Design psr_stack, sky130hd; sources not shown.
Metal layers overlaid:
Bar = 20 um. Two of the layers only.
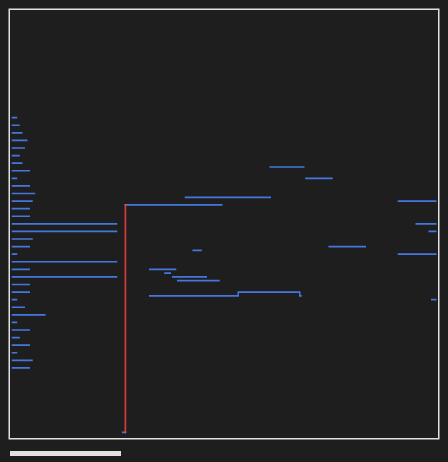
- M4: red (wire length 40.8 um)
- M3: blue (wire length 262 um)
total vias in the final route: 1879
routed len/inst: 14.1 um

Register map, names as in the netlist:
Bar = 20 um. Other sequential cells in the stronger gray, the rest of the logic in the fainter gray.
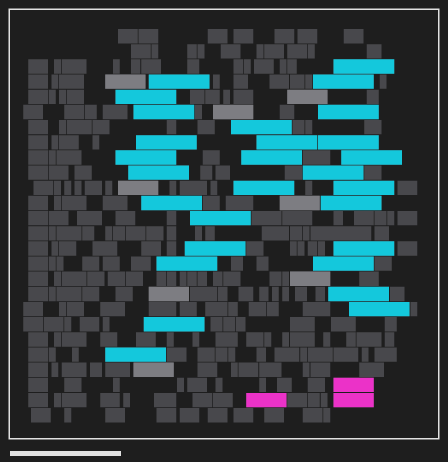
- `stack_mem`: cyan (flops 28)
- `depth`: magenta (flops 3)
- not colored: 8
sequential portion of the cell area: 32.7%
Flop area: 0.00106 mm2
Post-Route Utilization: 63.6%

Gate families picked out:
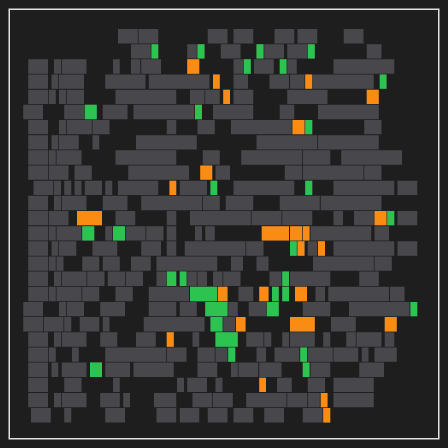
- nand cells: green (cells 31; most used nand2_1)
- nor cells: orange (cells 25; most used nor2_1)
dominant logic cell type in the layout: clkdlybuf4s50_1
logic gate fraction of the total cell area: 34.9%
count of non-filler cells in the finished layout: 378

Placed cells, one color a class:
Bar = 20 um.
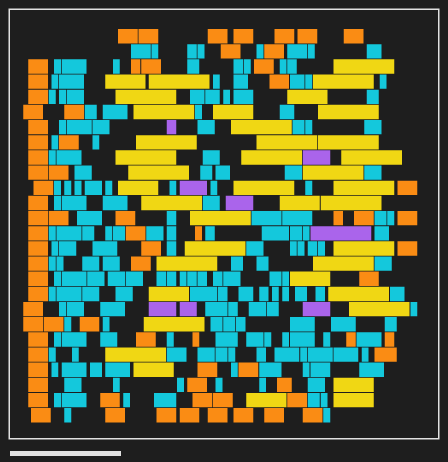
- remaining logic cells: cyan (cells 187)
- registers: yellow (cells 39)
- remaining buffers and delay cells: orange (cells 74)
- clock drivers and dummy loads: purple (cells 8)
total number of placement rows: 26
Core Region: 0.00511 mm2
total non-filler cell area in the finished layout: 0.00325 mm2

Track usage over the die:
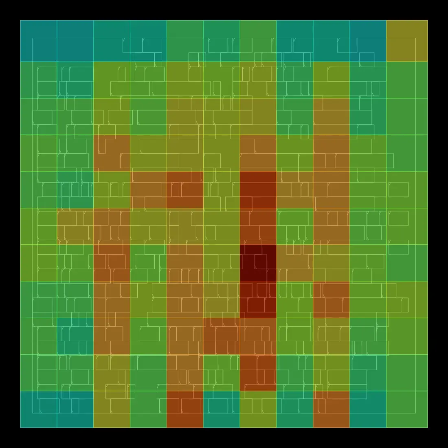
global-route met1 utilization: 23.4%
busiest layer in global routing: met2
met3 usage in global routing: 4.47%

==> run notes <==
Implementation results

The flow ran to the end, and the final reports show no timing, DRC or antenna violations. The via count of the first global-routing pass is 1972. The ratio of routed vias to standard cells is 4.97. The kind of capture point of the worst setup path is a primary output. The maximum resistive drop on vdd is roughly 0.15 mV.

At the floorplan stage, the core utilization is reported as 46.7%. The clock network latency to the later pin of the worst-skew pair is 0.29 ns. In this run the worst hold path is classified as register to register.

Yosys printed 0 warnings. The number of buffers created by CTS is 5. The number of flops mapped to enable cells by yosys is 28. The final weighted congestion recorded by global placement is around 0.80. The final timing report lists clock skew as 0.00395 ns. The slew of the pin with the lowest slew margin is 1.07 ns.

On the final layout, the worst hold slack is approximately 0.53 ns. The maximum buffer depth of the clock tree is 2. The fill cell instance count of the final layout is between 400 and 500. The number of input and output port buffers inserted is 66.

STA puts the critical path data arrival time at 2.18 ns. The first global-routing pass estimated 9060 um of wire. The internal power component is 0.706 mW.

The TritonCTS clock tree is done. The final critical delay including setup and external delays is 2.66 ns. The global-route usage over all layers is about a fifth.

The maximum number of pins on one net before global-route repair is 14. Once synthesis finished, the tally of register bits stood at 39. STA puts the critical path data required time at 4.32 ns. The floorplan step defined a die boundary enclosing 0.00590 mm2.

The die is 76.8 um wide. The script extracted a net switching power of ~0.33 mW. The switching part of the total is 31.9%. The post-synthesis average cell area is 10.2 um2. The global route total overflow is 0.
synth_stat cells, drive strengths merged (4+ instances only):
cell,instances
ha,23
o31ai,6
nor2,11
edfxtp,28
mux2i,4
a221oi,6
buf,6
nand4,4
dfxtp,11
nor2b,7
nand2,22
a21oi,10
inv,39
xnor2,15
o21ai,5
area by class of cell:
| class | instances | area (um2) | area share [%] |
|---|---|---|---|
| multi-input cells | 148 | 1130 | 34.9 |
| flip-flops and latches | 39 | 1060 | 32.7 |
| repair buffers | 66 | 661 | 20.3 |
| inverters | 39 | 146 | 4.51 |
| well taps | 70 | 87.6 | 2.70 |
| clock buffers | 5 | 68.8 | 2.12 |
| plain buffers | 8 | 46.3 | 1.42 |
| clock inverters | 3 | 43.8 | 1.35 |
power by group through the flow:
stage               Clock (mW)  Sequential, mW  Combinational, mW
global route             0.288           0.405              0.401
floorplan                    0           0.447              0.208
detailed placement           0           0.409              0.369
CTS                      0.274           0.402              0.370
finish                   0.269           0.402              0.367
global placement             0           0.408              0.364
layer usage:
layer / global-route usage (%) / up-vias / share of wire, %
met5: 0 / - / 0
met4: 6.36 / 0 / 0.75
met3: 4.47 / 2 / 4.9
met2: 35.4 / 63 / 51
met1: 23.4 / 851 / 43
li1: - / 963 / -
critical path, cell delays in order (launching register included):
cell and delay, ns:
dfxtp_1 0.38, inv_1 0.13, ha_1 0.15, buf_2 0.24, nand2_1 0.14, inv_1 0.07
clkdlybuf4s50_1 0.79
through the flow:
stage,setup WS [ns],area (um2)
finish,2.14,3250
global route,2.03,3250
CTS,2.12,3250
detailed placement,2.08,3140
global placement,1.86,3130
floorplan,2.29,2380
cell families after synthesis:
kind of cell	count (synthesis)	share of synthesized area, %
buffers and inverters	47	8.08
flip-flops	39	44.5
XOR/XNOR	17	6.25
adder cells (fa/ha/maj)	23	12.1
AND/OR/NAND/NOR	62	14.3
AND-OR/OR-AND	40	12.1
multiplexers	6	2.62
Power and IR drop assume default switching activity.
